<file path="src/rtl/wave_seq_ctrl.sv">
// wave_seq_ctrl: sequences divider load/enable and steps the waveform ROM address
// in sawtooth or triangle sweeps, continuously or for exactly one period.
module wave_seq_ctrl #(
    parameter int DIV_W  = 10,
    parameter int ADDR_W = 8
) (
    input  logic              clk,
    input  logic              rst,
    input  logic              init,
    input  logic              start,
    input  logic              mode,
    input  logic              sel,
    input  logic [DIV_W-1:0]  SW,
    input  logic              div_co,
    output logic [DIV_W-1:0]  div_val,
    output logic              load_div,
    output logic              div_en,
    output logic              sample_en,
    output logic [ADDR_W-1:0] addr,
    output logic              busy,
    output logic              done
);
    typedef enum logic [2:0] {IDLE, INIT, ARM, RUN, DONE} state_t;
    localparam logic [ADDR_W-1:0] AMAX = '1;
    state_t state_q, state_d;
    logic dir_q, dir_d;
    logic cfg_mode_q, cfg_mode_d, cfg_sel_q, cfg_sel_d;
    logic [DIV_W-1:0] div_val_q, div_val_d;
    logic [ADDR_W-1:0] addr_q, addr_d;
    logic load_div_q, div_en_q, sample_en_q, sample_en_d, busy_q, done_q, last;
    always_comb begin
        state_d     = state_q;
        dir_d       = dir_q;
        cfg_mode_d  = cfg_mode_q;
        cfg_sel_d   = cfg_sel_q;
        div_val_d   = div_val_q;
        addr_d      = addr_q;
        sample_en_d = 1'b0;
        last        = 1'b0;
        case (state_q)
            IDLE: begin
                if (init) begin
                    state_d   = INIT;
                    div_val_d = (SW == '0) ? DIV_W'(1) : SW;
                    addr_d    = '0;
                    dir_d     = 1'b0;
                end else if (start) begin
                    state_d    = ARM;
                    cfg_mode_d = mode;
                    cfg_sel_d  = sel;
                end
            end
            INIT: state_d = IDLE;
            ARM:  state_d = RUN;
            RUN: begin
                sample_en_d = div_co;
                if (div_co) begin
                    // dir_q=1 means the triangle is sweeping down
                    if (!cfg_mode_q) begin
                        addr_d = addr_q + 1'b1;
                    end else if (!dir_q) begin
                        addr_d = (addr_q == AMAX) ? AMAX - 1'b1 : addr_q + 1'b1;
                        dir_d  = (addr_q == AMAX);
                    end else begin
                        addr_d = (addr_q == '0) ? ADDR_W'(1) : addr_q - 1'b1;
                        dir_d  = (addr_q != '0);
                    end
                    last = cfg_sel_q && (cfg_mode_q ? (dir_q && addr_q == ADDR_W'(1)) : (addr_q == AMAX));
                end
                if (last) dir_d = 1'b0;
                if (last || (start && !cfg_sel_q)) state_d = DONE;
            end
            DONE:    state_d = IDLE;
            default: state_d = IDLE;
        endcase
    end
    always_ff @(posedge clk) begin
        if (!rst) begin
            state_q     <= IDLE;
            dir_q       <= 1'b0;
            cfg_mode_q  <= 1'b0;
            cfg_sel_q   <= 1'b0;
            div_val_q   <= '0;
            addr_q      <= '0;
            load_div_q  <= 1'b0;
            div_en_q    <= 1'b0;
            sample_en_q <= 1'b0;
            busy_q      <= 1'b0;
            done_q      <= 1'b0;
        end else begin
            state_q     <= state_d;
            dir_q       <= dir_d;
            cfg_mode_q  <= cfg_mode_d;
            cfg_sel_q   <= cfg_sel_d;
            div_val_q   <= div_val_d;
            addr_q      <= addr_d;
            load_div_q  <= (state_d == ARM);
            div_en_q    <= (state_d == RUN);
            sample_en_q <= sample_en_d;
            busy_q      <= (state_d == ARM) || (state_d == RUN);
            done_q      <= (state_d == DONE);
        end
    end
    assign div_val   = div_val_q;
    assign load_div  = load_div_q;
    assign div_en    = div_en_q;
    assign sample_en = sample_en_q;
    assign addr      = addr_q;
    assign busy      = busy_q;
    assign done      = done_q;
endmodule

</file>
<file path="config.mk">
export PLATFORM = sky130hd
export DESIGN_NAME = wave_seq_ctrl
export DESIGN_NICKNAME = d
export VERILOG_FILES = /design/src/rtl/wave_seq_ctrl.sv
export SDC_FILE = /design/constraint.sdc
export NUM_CORES = 1
export LEC_CHECK = 0
export CORE_MARGIN = 2
export CORE_UTILIZATION = 46
export DETAILED_ROUTE_END_ITERATION = 10
export GPL_TIMING_DRIVEN = 1
export PLACE_DENSITY = 0.78
export SYNTH_ARGS = -nofsm -noshare
export SYNTH_HDL_FRONTEND = slang
export SYNTH_SLANG_ARGS = --single-unit
</file>
<file path="constraint.sdc">
create_clock -name clk -period 3.2 [get_ports clk]
set_input_delay 0.64 -clock clk [delete_from_list [all_inputs] [get_ports clk]]
set_output_delay 0.64 -clock clk [all_outputs]
set_load 0.02 [all_outputs]
</file>
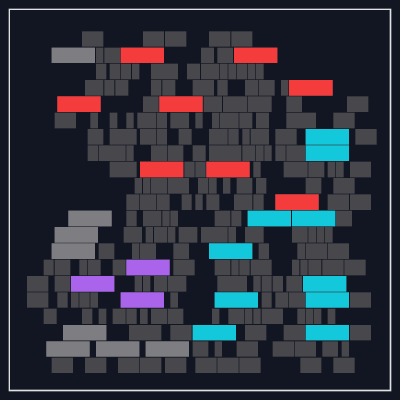
(images/ff_map.png)
Drawn at 6 px/um. Other sequential cells in the stronger grey, the rest of the logic in the fainter grey.
- red: addr (flops 8)
- purple: state_q (flops 3)
- cyan: div_val (flops 10)
- not coloured: 8
sequential power: 0.000389 W
Seq area share: 0.281
Register Area: 581 um2

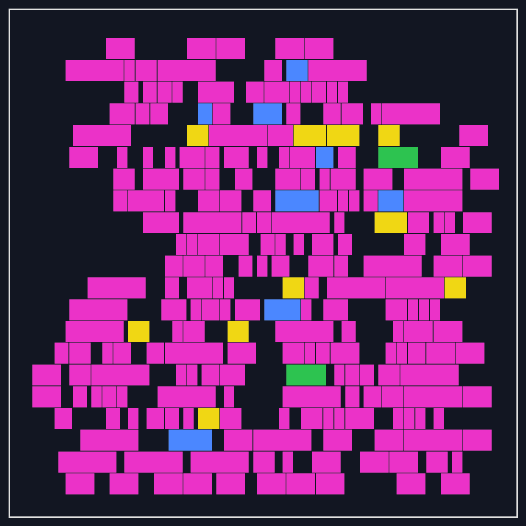
(images/sizing.png)
Drawn at 8 px/um.
- blue: x2 (cells 8; share 3.4%)
- green: x6 and larger (cells 2; share 0.85%)
- yellow: x3 and x4 (cells 10; share 4.3%)
- magenta: x1 and smaller (cells 215; share 91%)
Layout area overhead: 27.8%
setup ws final: 0.909 ns
Final Cell Area: 2070 um2

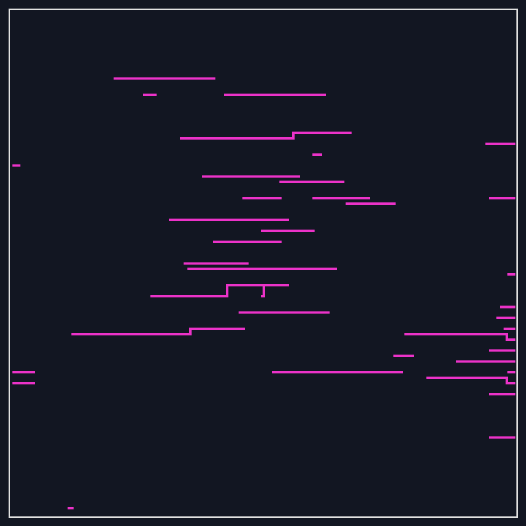
(images/m3.png)
Drawn at 8 px/um.
- wire length on this layer: 274 um
- share of all routed wire: 7.3%
- main direction: horizontal
- longest straight run: 18.4 um

==> qor.txt <==
H-Tree Depth: 2
final slew viol count: 0
final worst path period share: 0.716
met3 wire len: 273 um
post-DR vias/cell: 5.60
CP startpoint: addr[2]$_SDFFE_PN0P_
ys cells: 198
most common logic cells in the final layout: 39 x clkdlybuf4s50_1, 37 x nand2_1, 29 x dfxtp_1, 12 x nor2_1, 11 x a21boi_0
Worst R2R Start: addr[0]$_SDFFE_PN0P_
max FFs per register: 10
R2R cell count: 6
status: completed
RSZ-0062 raised after global routing: false
dpl hpwl: 2.75 mm
Synth Seq Share: 0.359
Min-Delay Path Class: reg2reg
Pwr Density: 373 nW/um2
CTS resizes: 0
pin count of the biggest net entering global routing: 21
critical path arrival: 1.65 ns
non-filler cells, final: 281
Buffers, non-clock: 41
GR peak layer: met2
metal2 WL: 1.77 mm
floorplan core density: 0.481
Largest logic family: simple AND/OR/NAND/NOR gates
Final setup viols: 0
routing usage on met1: 0.240
Final min period: 2.29 ns
crit-path max FO: 15
fmax: 437 MHz
Complex Gates by Area: 0.216
switching power: 0.000206 W
top cell types by occurrence after synthesis: 37 x nand2_1, 29 x dfxtp_1, 12 x nor2_1
Warnings, synthesis: 0
Leak: 0.784 nW
combinational cell power: 0.000121 W
tool warnings: 29
routability-driven placement congestion ratio: 0.853
end of the critical path: addr[2]
Final non-clock buffer share: 0.196
M1 wire length: 1.69 mm
GR Layer Usage met2: 0.335
fa+ha+maj area frac: 0.0309
initial antenna violation count: 0
Fillers: 327
share of total power in combinational logic: 0.157
DR WL/cell: 13.4 um
DR DRC count: 0
Mapped Cells: 198
Distinct cells, synth: 50
total wire length: 3.77 mm
xor+xnor area frac: 0.0217
Yosys top cell by area: dfxtp_1
switching share of total power: 0.268
Placed Instance Area: 2000 um2
die area: 4010 um2
1st-pass router iterations: 4
Yosys chip area: 1620 um2
worst ir drop on vdd: 0.255 mV
Post-Syn Nets: 219
ClkCell Share: 0.0339
initial DRC count: 64
worst r2r dst: dir_q$_SDFFE_PN0P_
Top-area cell share: 0.359
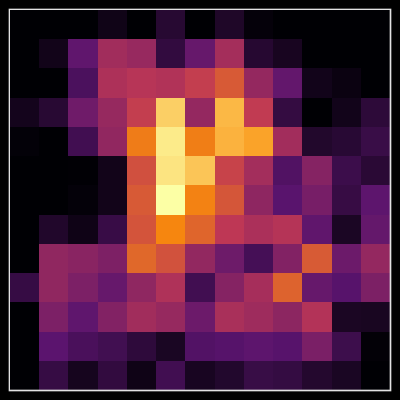
(images/route_heat.png)
Drawn at 6 px/um. 13 x 13 tiles, from black (low) to pale yellow (high), scaled to the fullest tile. Values are wire area over tile area, all layers added.
- fullest tile: 0.57
- densest ninth of the die: centre
- emptiest ninth of the die: north-east
- nearly empty tiles: 20%
- tiles over half the peak: 16%
- mean over tiles: 0.15

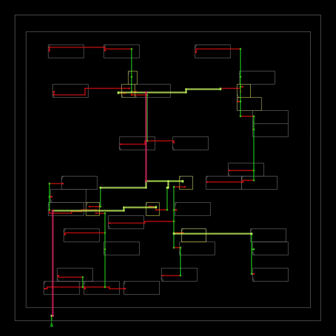
(images/clock_nets.png)
CTS Buf Count: 5
P_clk: 0.000260 W
flip-flops: 29
# clk buffers: 7
clk_skew: 0.0101 ns

Power is estimated from default activity; no workload was simulated.
